run_1/layers.png
Scale: 10 px per um. Only two layers are drawn.
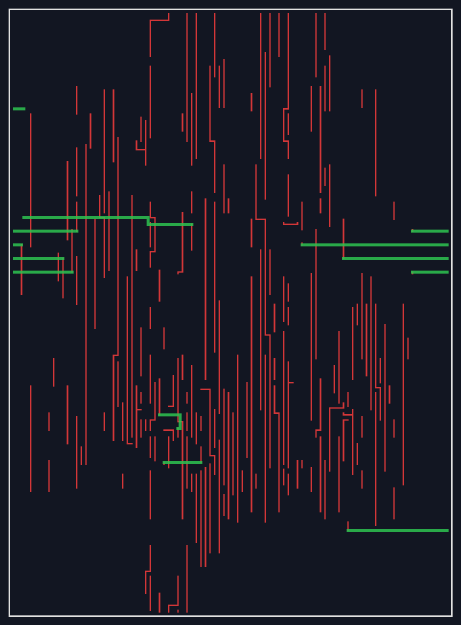
run_1/route_heat.png
Scale: 6 px per um. The die is cut into 9 by 12 equal tiles; white is low, dark blue is high, scaled to the fullest tile. Values are wire area over tile area, all layers added.
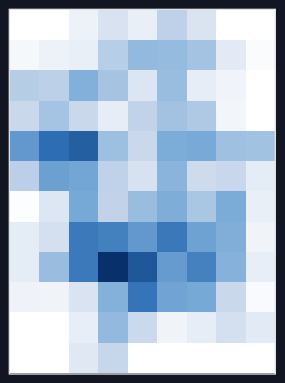
run_1/clock_wires.png
Scale: 10 px per um.
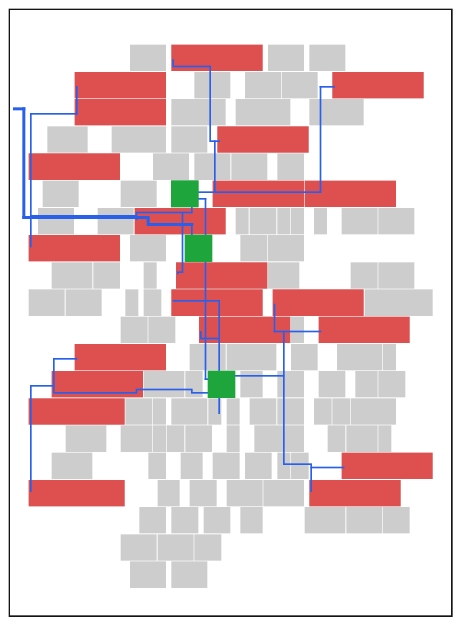
run_1/floorplan.png
Scale: 8 px per um. Pins as bars on the die edge.
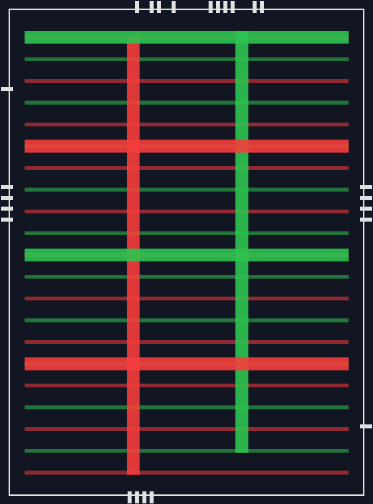
File: config.mk
export PLATFORM = sky130hd
export DESIGN_NAME = rr_mux_sequencer_flat
export DESIGN_NICKNAME = d
export VERILOG_FILES = /design/src/rtl/rr_mux_sequencer_if.sv /design/src/rtl/rr_mux_sequencer.sv /design/src/flat_wrapper.sv
export SDC_FILE = /design/constraint.sdc
export NUM_CORES = 1
export LEC_CHECK = 0
export CORE_ASPECT_RATIO = 1.4
export CORE_MARGIN = 1.5
export CORE_UTILIZATION = 42
export DETAILED_ROUTE_END_ITERATION = 10
export PLACE_DENSITY = 0.72
export SLEW_MARGIN = 5
export SYNTH_ARGS = -nofsm -noshare
export SYNTH_HDL_FRONTEND = slang
export SYNTH_SLANG_ARGS = --single-unit
File: constraint.sdc
create_clock -name clk -period 1.6 [get_ports clk]
set_clock_uncertainty 0.15 [all_clocks]
set_input_delay 0.16 -clock clk [delete_from_list [all_inputs] [get_ports clk]]
set_output_delay 0.16 -clock clk [all_outputs]
set_load 0.01 [all_outputs]
File: src/rtl/rr_mux_sequencer_if.sv
//------------------------------------------------------------------------------
// Module      : rr_mux_sequencer_if
// Description : Request/ack, mux select/capture and valid/ready output bundle
//               for the round-robin mux sequencer.
// Revision    : 1.0 - initial release
//------------------------------------------------------------------------------
`default_nettype none

interface rr_mux_sequencer_if #(
   parameter int WIDTH = 4
) ();
   logic [3:0]       req;
   logic [3:0]       ack;
   logic [1:0]       sel;
   logic [WIDTH-1:0] mux_q;
   logic [WIDTH-1:0] out_data;
   logic [1:0]       out_ch;
   logic             out_valid;
   logic             out_ready;

   modport master (
      input  req, mux_q, out_ready,
      output ack, sel, out_data, out_ch, out_valid
   );

   modport slave (
      output req, mux_q, out_ready,
      input  ack, sel, out_data, out_ch, out_valid
   );
endinterface

`default_nettype wire

File: src/rtl/rr_mux_sequencer.sv
//------------------------------------------------------------------------------
// Module      : rr_mux_sequencer
// Description : Round-robin grant of four requesters onto a 4:1 mux select,
//               dwell-then-capture of the mux output, valid/ready delivery.
// Revision    : 1.0 - initial release
//------------------------------------------------------------------------------
`default_nettype none

module rr_mux_sequencer #(
   parameter int WIDTH = 4,
   parameter int DWELL = 2
) (
   input logic                clk,
   input logic                rst_n,
   rr_mux_sequencer_if.master bus
);

   localparam logic [3:0] c_cnt_last = 4'(DWELL - 1);

   typedef enum logic [1:0] {
      ST_IDLE   = 2'd0,
      ST_SETTLE = 2'd1,
      ST_HOLD   = 2'd2
   } state_t;

   state_t           r_state;
   logic [3:0]       r_cnt;
   logic [1:0]       r_last;
   logic [1:0]       r_sel;
   logic [3:0]       r_ack;
   logic [WIDTH-1:0] r_data;
   logic [1:0]       r_ch;
   logic             r_valid;

   logic             w_found;
   logic [1:0]       w_gnt;

   // Search starts one past the last served channel so every requester gets a turn.
   always_comb begin
      w_found = 1'b0;
      w_gnt   = r_last;
      for (int i = 1; i <= 4; i++) begin
         if (!w_found && bus.req[r_last + 2'(i)]) begin
            w_found = 1'b1;
            w_gnt   = r_last + 2'(i);
         end
      end
   end

   always_ff @(posedge clk or negedge rst_n) begin
      if (!rst_n) begin
         r_state <= ST_IDLE;
         r_cnt   <= 4'd0;
         r_last  <= 2'd3;
         r_sel   <= 2'd0;
         r_ack   <= 4'd0;
         r_data  <= '0;
         r_ch    <= 2'd0;
         r_valid <= 1'b0;
      end else begin
         r_ack <= 4'd0;
         case (r_state)
            ST_IDLE: begin
               if (w_found) begin
                  r_sel   <= w_gnt;
                  r_cnt   <= 4'd0;
                  r_state <= ST_SETTLE;
               end
            end
            ST_SETTLE: begin
               if (r_cnt == c_cnt_last) begin
                  r_data  <= bus.mux_q;
                  r_ch    <= r_sel;
                  r_valid <= 1'b1;
                  r_ack   <= 4'b0001 << r_sel;
                  r_last  <= r_sel;
                  r_state <= ST_HOLD;
               end else begin
                  r_cnt <= r_cnt + 4'd1;
               end
            end
            ST_HOLD: begin
               if (r_valid && bus.out_ready) begin
                  r_valid <= 1'b0;
                  r_state <= ST_IDLE;
               end
            end
            default: r_state <= ST_IDLE;
         endcase
      end
   end

   assign bus.sel       = r_sel;
   assign bus.ack       = r_ack;
   assign bus.out_data  = r_data;
   assign bus.out_ch    = r_ch;
   assign bus.out_valid = r_valid;

endmodule

`default_nettype wire

File: src/flat_wrapper.sv
// flat-port wrapper written by rule: the top's interface ports become plain ports
module rr_mux_sequencer_flat 
#(
   parameter int WIDTH = 4,
   parameter int DWELL = 2
)
  (clk, rst_n, bus_req, bus_mux_q, bus_out_ready, bus_ack, bus_sel, bus_out_data, bus_out_ch, bus_out_valid);
  rr_mux_sequencer_if #(.WIDTH(WIDTH)) bus_i ();
  input logic clk;
  input logic rst_n;
  input wire logic [$bits(bus_i.req)-1:0] bus_req;
  input wire logic [$bits(bus_i.mux_q)-1:0] bus_mux_q;
  input wire logic [$bits(bus_i.out_ready)-1:0] bus_out_ready;
  output wire logic [$bits(bus_i.ack)-1:0] bus_ack;
  output wire logic [$bits(bus_i.sel)-1:0] bus_sel;
  output wire logic [$bits(bus_i.out_data)-1:0] bus_out_data;
  output wire logic [$bits(bus_i.out_ch)-1:0] bus_out_ch;
  output wire logic [$bits(bus_i.out_valid)-1:0] bus_out_valid;
  assign bus_i.req = bus_req;
  assign bus_i.mux_q = bus_mux_q;
  assign bus_i.out_ready = bus_out_ready;
  assign bus_ack = bus_i.ack;
  assign bus_sel = bus_i.sel;
  assign bus_out_data = bus_i.out_data;
  assign bus_out_ch = bus_i.out_ch;
  assign bus_out_valid = bus_i.out_valid;
  rr_mux_sequencer #(.WIDTH(WIDTH), .DWELL(DWELL)) u_core (.clk(clk), .rst_n(rst_n), .bus(bus_i));
endmodule
==> flow_summary.ini, run 1 <==
; flow metrics
[cells_and_area]
lay_top_count = clkdlybuf4s50_1
clock_area_frac = 0.0187
postLayoutCoreUtil = 0.638
final.fill_count = 177
nClkBuffers = 4
seq_area_frac = 0.376
lay_top_cells = 23 x clkdlybuf4s50_1, 19 x dfrtp_1, 15 x buf_4, 6 x inv_1

[cts]
hold_buffers = 0
cts_tree = done

[yosys]
yosysUniqueCellTypes = 31
top_cell = dfrtp_1
synthArstFlopShare = 1.00
muxShareOfSynthArea = 0.127
syn_area_um2 = 993
topCellsByArea = dfrtp_1 48%, mux2_4 6.0%, mux2_2 5.7%
ys_chip_area_um2 = 993

[routing]
drt-total-wl_um = 2100
drtAntennaViolNets = 0

[power]
seqPwrFrac = 0.377
power_mw = 2.43
switchingPower_uw = 839

[setup_path]
critPathKind = reg -> reg
critPathTopFamily = simple AND/OR/NAND/NOR gates
crit_start = u_core.r_cnt[1]
r2r-end = u_core.bus.out_data[0]
cp.buffers_inverters = 1

[outcome]
violations = negative setup slack
status = complete, but fails checks

[die]
chipArea_um2 = 2670

[global_routing]
grtUsageTotal = 0.173

[sta]
finalSetupViolCount = 7
slew_viol_final = 0
min_period_ns = 1.64
fin_ws_ns = -0.0402
-- layers.png (at the start) --
M3: marked green, wire length 84.8 um. M2: marked red, wire length 1130 um.

-- route_heat.png (at the start) --
18% of the tiles are over half the peak. The mean over all tiles is 0.12. The emptiest ninth of the die: north-east. The fullest tile reaches 0.43. 15% of the tiles are nearly empty.

-- clock_wires.png (at the start) --
clock-net drivers: marked green, count 3. clock wires: marked blue, length 231 um. flip-flops: marked red, count 21.
Position of the flops: all over the die.
clock power share: 0.101
P_clk: 247 uW
Insertion Delay late pin: 0.29 ns

-- floorplan.png (at the start) --
VDD: marked green. VSS: marked red.
24 signal pins sit on the boundary. 21 met1 rails follow the rows.
peak supply drop: 1.12 mV
Core Box Area: 2200 um^2
die height: 60.5 um

-- run 1: per-layer routing --
layer  vias to the layer above  track usage  part of all wire  wire length [um]
met5                         -            0                 0                 0
met2                        14        0.298              0.54              1130
met4                         0       0.0649            0.0048                10
li1                        375            -                 -                 -
met3                         2       0.0268             0.040                84
met1                       399        0.219              0.42               872
-- run 1: stage by stage --
step / setup WS, ns / instances / hold slack (ns)
after CTS: -0.0426 / 145 / 0.0415
after global routing: -0.106 / 145 / 0.0549
after detailed placement: -0.0699 / 138 / 0.341
after floorplan: -0.0327 / 82 / -0.286
after global placement: -0.0256 / 138 / 0.334
final: -0.0402 / 145 / 0.0345
-- run 1: timing repair --
| item | in CTS | in global routing |
|---|---|---|
| setup buffers | 3 | 0 |
| gates resized | 1 | 6 |
| endpoints found under the setup margin | 11 | 16 |
==> run 1 -> run 2 <==
--- a/config.mk
+++ b/config.mk
@@ -9,6 +9,7 @@
 export CORE_MARGIN = 1.5
 export CORE_UTILIZATION = 42
 export DETAILED_ROUTE_END_ITERATION = 10
+export GPL_ROUTABILITY_DRIVEN = 0
 export PLACE_DENSITY = 0.72
 export SLEW_MARGIN = 5
 export SYNTH_ARGS = -nofsm -noshare
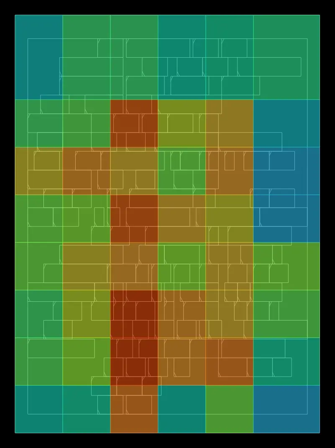
run_2/congestion_map.png
GR met2 Demand/Resource: 0.298
Tot GR Track Use: 0.173
Final Util: 0.638

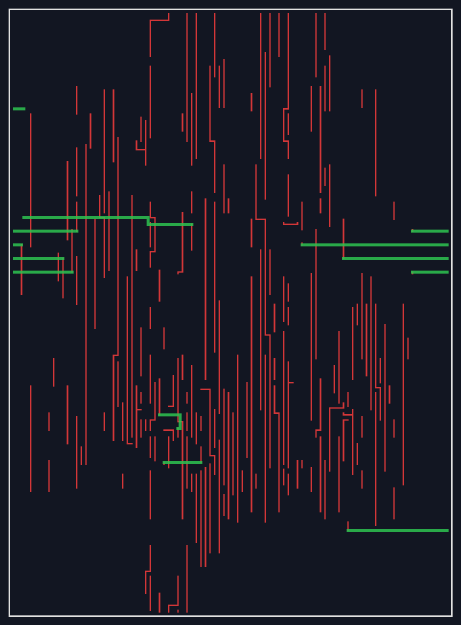
run_2/layers.png
Scale: 10 px per um. Only two layers are drawn.
M2: marked red, wire length 1130 um. M3: marked green, wire length 84.8 um.
routed len/inst: 14.5 um
final WL: 2100 um

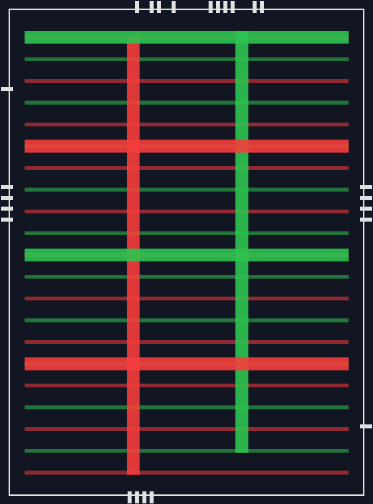
run_2/floorplan.png
Scale: 8 px per um. Pins as bars on the die edge.
VDD: marked green. VSS: marked red.
24 signal pins sit on the boundary. 4 straps on met5. 2 straps on met4. The core has 20 rows.

==> run 2 against run 1 <==
  * The flow still finishes with violations (negative setup slack)
  * Sequential share of layout area stayed put
  * Sequential power hardly changed
  * Synthesized cell count stayed put
  * Clock power hardly changed
  * Worst setup slack stayed put
  * Clock-buffer cell count stayed put
  * Design area stayed put
  * Via count stayed put
  * Critical path depth stayed put
  * Final cell count stayed put
  * Flip-flop count stayed put
  * Critical path type unchanged
  * Critical endpoint unchanged
  * Highest routed layer unchanged
==> flow_summary.ini, run 2 <==
; flow metrics
[global_routing]
use_met1 = 0.219
grt_busiest_layer = met2

[setup_path]
r2r-end = u_core.bus.out_data[0]
critPathKind = reg -> reg

[routing]
wl_met1_um = 872
dr_wl_met2_um = 1130
drtAntennaViolNets = 0
route.met3.wl_um = 84

[outcome]
violations = negative setup slack
status = complete, but fails checks

[power]
power.clock.fraction = 0.101
switchingPower_uw = 839
seqPwrFrac = 0.377

[die]
core_area_um2 = 2200
die_y_um = 60.5
chipArea_um2 = 2670

[yosys]
topCellsByArea = dfrtp_1 48%, mux2_4 6.0%, mux2_2 5.7%
muxShareOfSynthArea = 0.127
ys_chip_area_um2 = 993
synthArstFlopShare = 1.00
yosysUniqueCellTypes = 31
top_cell = dfrtp_1

[sta]
fin_ws_ns = -0.0402
slew_viol_final = 0
holdWs_ns = 0.0345
finalSetupViolCount = 7

[cells_and_area]
lay_top_count = clkdlybuf4s50_1
lay_top_cells = 23 x clkdlybuf4s50_1, 19 x dfrtp_1, 15 x buf_4, 6 x inv_1

[cts]
cts_tree = done
clk_latency_ns = 0.29

[placed_design]
pre_cts_ws_ns = -0.0699
## run 2: cell counts after synthesis
No cell type changed its count.
## run 2: critical path: stages, from the launching register on
cell and delay [ns]:
dfrtp_1 0.39, inv_1 0.06, ha_1 0.15, nor3b_4 0.28, nand2b_4 0.17, mux2_4 0.33
## run 2: repair_timing
item                                    4_1_cts  5_1_grt
buffers inserted                              3        0
hold buffers                                  0        0
endpoints found under the setup margin       11       16
gates resized                                 1        6
cloned                                        0        0
## run 2: layout make-up
| type | count | area (um^2) |
|---|---|---|
| well taps | 22 | 27.5 |
| clock buffers | 4 | 26.3 |
| fillers | 177 | 797 |
| flip-flops and latches | 21 | 528 |
| multi-input cells | 54 | 458 |
| repair buffers | 38 | 343 |
| inverters | 6 | 22.5 |
Power is estimated from default activity; no workload was simulated.
